[src/rtl/ecp5pll_pkg.sv]
// Shared types for the ECP5 PLL dynamic phase-shift sequencer.
//   phase_state_t : sequencer FSM state
//   PHASE_DELAY / PHASE_ADVANCE : values of the phasedir pin
package ecp5pll_pkg;

  typedef enum logic [1:0] {
    StIdle  = 2'd0,
    StSetup = 2'd1,
    StPulse = 2'd2,
    StGap   = 2'd3
  } phase_state_t;

  localparam logic PHASE_DELAY   = 1'b0;
  localparam logic PHASE_ADVANCE = 1'b1;

endpackage

[src/rtl/phase_pos_tracker.sv]
// Four wrapping step-position counters, one per PLL output.
//   clk_i, reset : clock and asynchronous active-high reset
//   step_i       : count one step for output sel_i this cycle
//   sel_i        : output being stepped
//   dir_i        : PHASE_DELAY adds 1, PHASE_ADVANCE subtracts 1
//   pos_o        : output n position at [n*POS_W +: POS_W]
module phase_pos_tracker
  import ecp5pll_pkg::*;
#(
  parameter int unsigned POS_W = 10
) (
  input  logic               clk_i,
  input  logic               reset,
  input  logic               step_i,
  input  logic [1:0]         sel_i,
  input  logic               dir_i,
  output logic [4*POS_W-1:0] pos_o
);

  localparam logic [POS_W-1:0] One = POS_W'(1);

  logic [POS_W-1:0] pos_q [4];
  logic [POS_W-1:0] pos_d [4];

  always_comb begin
    for (int n = 0; n < 4; n++) begin
      pos_d[n] = pos_q[n];
      if (step_i && (sel_i == 2'(n))) begin
        // Natural modulo-2^POS_W wrap in both directions.
        pos_d[n] = (dir_i == PHASE_ADVANCE) ? pos_q[n] - One : pos_q[n] + One;
      end
    end
  end

  always_ff @(posedge clk_i or posedge reset) begin
    if (reset) begin
      for (int n = 0; n < 4; n++) pos_q[n] <= '0;
    end else begin
      for (int n = 0; n < 4; n++) pos_q[n] <= pos_d[n];
    end
  end

  for (genvar n = 0; n < 4; n++) begin : g_pos
    assign pos_o[n*POS_W +: POS_W] = pos_q[n];
  end

endmodule

[src/rtl/ecp5pll_phase_ctrl.sv]
// Sequencer for the ECP5 PLL dynamic phase-shift port.
// Accepts "shift output sel by steps, direction dir" requests and drives
// phasesel/phasedir/phasestep with fixed setup, pulse and gap timing.
//   clk_i, reset            : clock, asynchronous active-high reset
//   req_valid/req_ready     : request handshake
//   req_sel/req_dir/req_steps : request fields
//   busy, done, err         : status; done/err are one-cycle pulses
//   pos_o                   : accumulated step position per output
//   pll_locked              : PLL lock indicator; loss aborts a sequence
//   phasesel/phasedir/phasestep/phaseloadreg : PLL control pins
module ecp5pll_phase_ctrl
  import ecp5pll_pkg::*;
#(
  parameter int unsigned SETUP_CYC = 4,
  parameter int unsigned PULSE_CYC = 4,
  parameter int unsigned GAP_CYC   = 8,
  parameter int unsigned STEPS_W   = 8,
  parameter int unsigned POS_W     = 10
) (
  input  logic               clk_i,
  input  logic               reset,
  input  logic               req_valid,
  output logic               req_ready,
  input  logic [1:0]         req_sel,
  input  logic               req_dir,
  input  logic [STEPS_W-1:0] req_steps,
  output logic               busy,
  output logic               done,
  output logic               err,
  output logic [4*POS_W-1:0] pos_o,
  input  logic               pll_locked,
  output logic [1:0]         phasesel,
  output logic               phasedir,
  output logic               phasestep,
  output logic               phaseloadreg
);

  localparam int unsigned MaxSp  = (SETUP_CYC > PULSE_CYC) ? SETUP_CYC : PULSE_CYC;
  localparam int unsigned MaxCyc = (MaxSp > GAP_CYC) ? MaxSp : GAP_CYC;
  localparam int unsigned CntW   = (MaxCyc > 1) ? $clog2(MaxCyc) : 1;

  localparam logic [CntW-1:0]    CntOne    = CntW'(1);
  localparam logic [CntW-1:0]    SetupLoad = CntW'(SETUP_CYC - 1);
  localparam logic [CntW-1:0]    PulseLoad = CntW'(PULSE_CYC - 1);
  localparam logic [CntW-1:0]    GapLoad   = CntW'(GAP_CYC - 1);
  localparam logic [STEPS_W-1:0] StepOne   = STEPS_W'(1);

  phase_state_t     state_q, state_d;
  logic [CntW-1:0]    cnt_q, cnt_d;
  logic [STEPS_W-1:0] rem_q, rem_d;
  logic [1:0]         sel_q, sel_d;
  logic               dir_q, dir_d;
  logic               upd_q, upd_d;     // latched sel/dir go to the pins next edge
  logic               zero_q, zero_d;   // zero-step request: done pulse pending
  logic               done_q, done_d;
  logic               err_q, err_d;
  logic               step_q, step_d;
  logic [1:0]         phasesel_q;
  logic               phasedir_q;
  logic               step_en;
  logic               accept;

  assign req_ready = (state_q == StIdle) && pll_locked;
  assign accept    = req_valid && req_ready;

  always_comb begin
    state_d = state_q;
    cnt_d   = cnt_q;
    rem_d   = rem_q;
    sel_d   = sel_q;
    dir_d   = dir_q;
    upd_d   = 1'b0;
    zero_d  = 1'b0;
    done_d  = zero_q;
    err_d   = 1'b0;
    step_en = 1'b0;

    unique case (state_q)
      StIdle: begin
        if (accept) begin
          sel_d = req_sel;
          dir_d = req_dir;
          rem_d = req_steps;
          upd_d = 1'b1;
          if (req_steps == '0) begin
            zero_d = 1'b1;
          end else begin
            state_d = StSetup;
            cnt_d   = SetupLoad;
          end
        end
      end
      StSetup: begin
        // The accept cycle itself precedes the pins changing, so the
        // setup count starts one cycle later.
        if (!upd_q) begin
          if (cnt_q == '0) begin
            state_d = StPulse;
            cnt_d   = PulseLoad;
            rem_d   = rem_q - StepOne;
            step_en = 1'b1;
          end else begin
            cnt_d = cnt_q - CntOne;
          end
        end
      end
      StPulse: begin
        if (cnt_q == '0) begin
          state_d = StGap;
          cnt_d   = GapLoad;
        end else begin
          cnt_d = cnt_q - CntOne;
        end
      end
      StGap: begin
        if (cnt_q == '0) begin
          if (rem_q != '0) begin
            state_d = StPulse;
            cnt_d   = PulseLoad;
            rem_d   = rem_q - StepOne;
            step_en = 1'b1;
          end else begin
            state_d = StIdle;
            done_d  = 1'b1;
          end
        end else begin
          cnt_d = cnt_q - CntOne;
        end
      end
      default: state_d = StIdle;
    endcase

    // Lock loss overrides any in-flight transition; counted steps stay counted.
    if ((state_q != StIdle) && !pll_locked) begin
      state_d = StIdle;
      rem_d   = '0;
      step_en = 1'b0;
      done_d  = 1'b0;
      err_d   = 1'b1;
    end

    step_d = (state_d == StPulse);
  end

  always_ff @(posedge clk_i or posedge reset) begin
    if (reset) begin
      state_q    <= StIdle;
      cnt_q      <= '0;
      rem_q      <= '0;
      sel_q      <= '0;
      dir_q      <= 1'b0;
      upd_q      <= 1'b0;
      zero_q     <= 1'b0;
      done_q     <= 1'b0;
      err_q      <= 1'b0;
      step_q     <= 1'b0;
      phasesel_q <= '0;
      phasedir_q <= 1'b0;
    end else begin
      state_q <= state_d;
      cnt_q   <= cnt_d;
      rem_q   <= rem_d;
      sel_q   <= sel_d;
      dir_q   <= dir_d;
      upd_q   <= upd_d;
      zero_q  <= zero_d;
      done_q  <= done_d;
      err_q   <= err_d;
      step_q  <= step_d;
      if (upd_q) begin
        phasesel_q <= sel_q;
        phasedir_q <= dir_q;
      end
    end
  end

  phase_pos_tracker #(
    .POS_W(POS_W)
  ) u_pos (
    .clk_i  (clk_i),
    .reset  (reset),
    .step_i (step_en),
    .sel_i  (sel_q),
    .dir_i  (dir_q),
    .pos_o  (pos_o)
  );

  assign busy         = (state_q != StIdle);
  assign done         = done_q;
  assign err          = err_q;
  assign phasesel     = phasesel_q;
  assign phasedir     = phasedir_q;
  assign phasestep    = step_q;
  assign phaseloadreg = 1'b0;

endmodule

[config.mk]
export PLATFORM = sky130hd
export DESIGN_NAME = ecp5pll_phase_ctrl
export DESIGN_NICKNAME = d
export VERILOG_FILES = /design/src/rtl/ecp5pll_pkg.sv /design/src/rtl/phase_pos_tracker.sv /design/src/rtl/ecp5pll_phase_ctrl.sv
export SDC_FILE = /design/constraint.sdc
export NUM_CORES = 1
export LEC_CHECK = 0
export ABC_AREA = 0
export CORE_MARGIN = 2
export CORE_UTILIZATION = 55
export DETAILED_ROUTE_END_ITERATION = 10
export PLACE_DENSITY_LB_ADDON = 0.1
export SLEW_MARGIN = 20
export SYNTH_ARGS = -nofsm -noshare
export SYNTH_HDL_FRONTEND = slang
export SYNTH_SLANG_ARGS = --single-unit
export TNS_END_PERCENT = 100
[constraint.sdc]
create_clock -name clk_i -period 3 [get_ports clk_i]
set_input_delay 0.6 -clock clk_i [delete_from_list [all_inputs] [get_ports clk_i]]
set_output_delay 0.6 -clock clk_i [all_outputs]
set_load 0.01 [all_outputs]
layer_met1.png
The bar under the picture is 20 um long. Supply wires on this layer in gray.
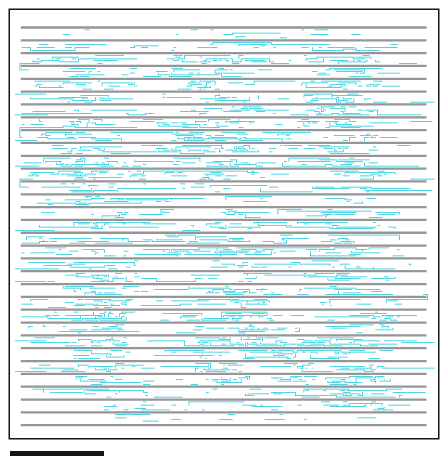
share of all routed wire: 46%
wire length on this layer: 3940 um
main direction: horizontal
longest straight run: 22.1 um
WL final: 8.51 mm
Vias: 3339
GR Util met1: 28.3%

layer_met2.png
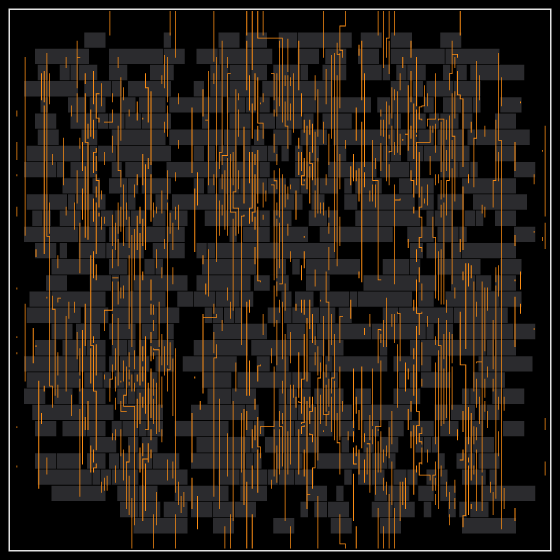
main direction: vertical
longest straight run: 65.3 um
nets with wire on the layer: 464
wire length on this layer: 4120 um
share of all routed wire: 48%
met2 Resource Use GR: 37.7%

==> results.yml <==
# generated from flow reports
pwr:
  share_seq_of_total_power_pct: 30.4
  p_clk_share_pct: 20.4
  powerDensity_nw_per_um2: 894
  ir_drop_mv: 0.490
  fin_total_pwr_mw: 4.58
  power.leakage_nw: 2.36
worst_setup_path:
  rr_worst_depth: 8
  start_kind: "flop"
  worstPathCellList: "buf_4 > fa_1 > a21o_1 > a21o_1 > a2111oi_0 > o21bai_1 > xnor2_1 > o21ai_0"
  rr_startpoint: "dir_q$_DFFE_PP0P_"
  end_kind: "flop"
  crit_start: "dir_q$_DFFE_PP0P_"
synth:
  top_area_cell: "dfrtp_1"
  yosys_area_sq_um: 4140
  top_cell_area_share_pct: 38.7
  synth_cell_types: 60
  yosysSeqAreaShare_pct: 38.7
  ys_sh_xor_pct: 7.41
worst_hold_path:
  hold_end: "done$_DFF_PP0_"
  min_path_cells: 2
timing:
  period_used_pct: 88.1
  skew_ps: 9.72
  tightest_slew_ps: 767
  setup_viol: 0
drt:
  met2WireLength_mm: 4.12
  routed-wl-met3_um: 404
  highest_layer: "met4"
  drc_errors: 0
floorplanning:
  coreArea_sq_um: 7250
  fp-utilization_pct: 57.1
  rows: 31
  dieArea_sq_um: 8240
global_route:
  antenna_found_initial: 0
clock_network:
  cts_tree: "done"
  htreeDepth: 3
  post_cts_buffers: 0
  cts_made_buffers: 9
flow_run:
  maxCapViolCount: 0
  openroad.warnings: 28
finish:
  fin_util_pct: 70.6
  area_delta_synth_final_pct: 23.7
  drive_above_1_share_pct: 9.68
  largest_reg_flops: 40
placement:
  placed_cell_area_sq_um: 4870
  gp_congestion: 0.878
  portBuffers: 62
run_status:
  outcome: "finished, final reports clean"
layer_met3.png
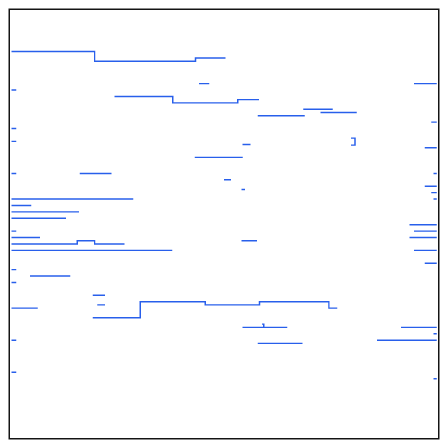
wire length on this layer: 404 um
share of all routed wire: 4.8%
nets with wire on the layer: 46
met3 track utilization from global routing: 6.84%

-- power by group through the flow --
| stage | Sequential [mW] | Clock (mW) | Combinational (mW) |
|---|---|---|---|
| after floorplan | 1.44 | 0 | 1.48 |
| after global placement | 1.40 | 0 | 2.18 |
| after detailed placement | 1.41 | 0 | 2.23 |
| after CTS | 1.39 | 0.958 | 2.26 |
| after global routing | 1.44 | 0.985 | 2.54 |
| final | 1.39 | 0.932 | 2.25 |
-- cell usage in the layout, fill, tap and decap left out, types with 5 or more instances in the layout --
cell type and instances:
nor3_1 5, nand2_1 51, o21ai_0 39, nand3_1 5
xor2_1 12, inv_1 14, clkdlybuf4s50_1 62, nor2b_1 5
ha_1 36, clkbuf_8 11, a211oi_1 10, nor2_1 32
a22oi_1 7, a21o_1 10, a31oi_1 7, a21oi_1 32
xnor2_1 23, dfrtp_1 64, mux2_2 14, buf_4 6
-- final cells by class --
cell class / instances / area, sq um
Clock buffer: 11 / 151
Clock inverter: 5 / 103
Fill cell: 579 / 2130
Inverter: 15 / 56.3
Multi-Input combinational cell: 342 / 2400
Sequential cell: 64 / 1600
Tap cell: 99 / 124
Timing Repair Buffer: 69 / 686
-- Yosys cell counts, types with 2 or more instances --
cell type and n:
a211o_1 2, a211oi_1 10, a21o_1 10, a21oi_1 32, a22oi_1 7, a31oi_1 7
buf_2 2, buf_4 4, buf_6 2, clkbuf_1 4, dfrtp_1 64, fa_1 4
ha_1 36, inv_1 15, mux2_2 14, nand2_1 51, nand2_2 2, nand3_1 5
nand4_1 4, nor2_1 32, nor2b_1 5, nor3_1 5, nor4_1 4, o21a_1 2
o21ai_0 39, o21bai_1 4, o22ai_1 2, xnor2_1 23, xor2_1 12
-- worst min-delay path, cell delays in order (launching register included) --
cell and delay [ps]:
dfrtp_1 320, a31oi_1 40, nor2_1 70
Power is estimated from default activity; no workload was simulated.
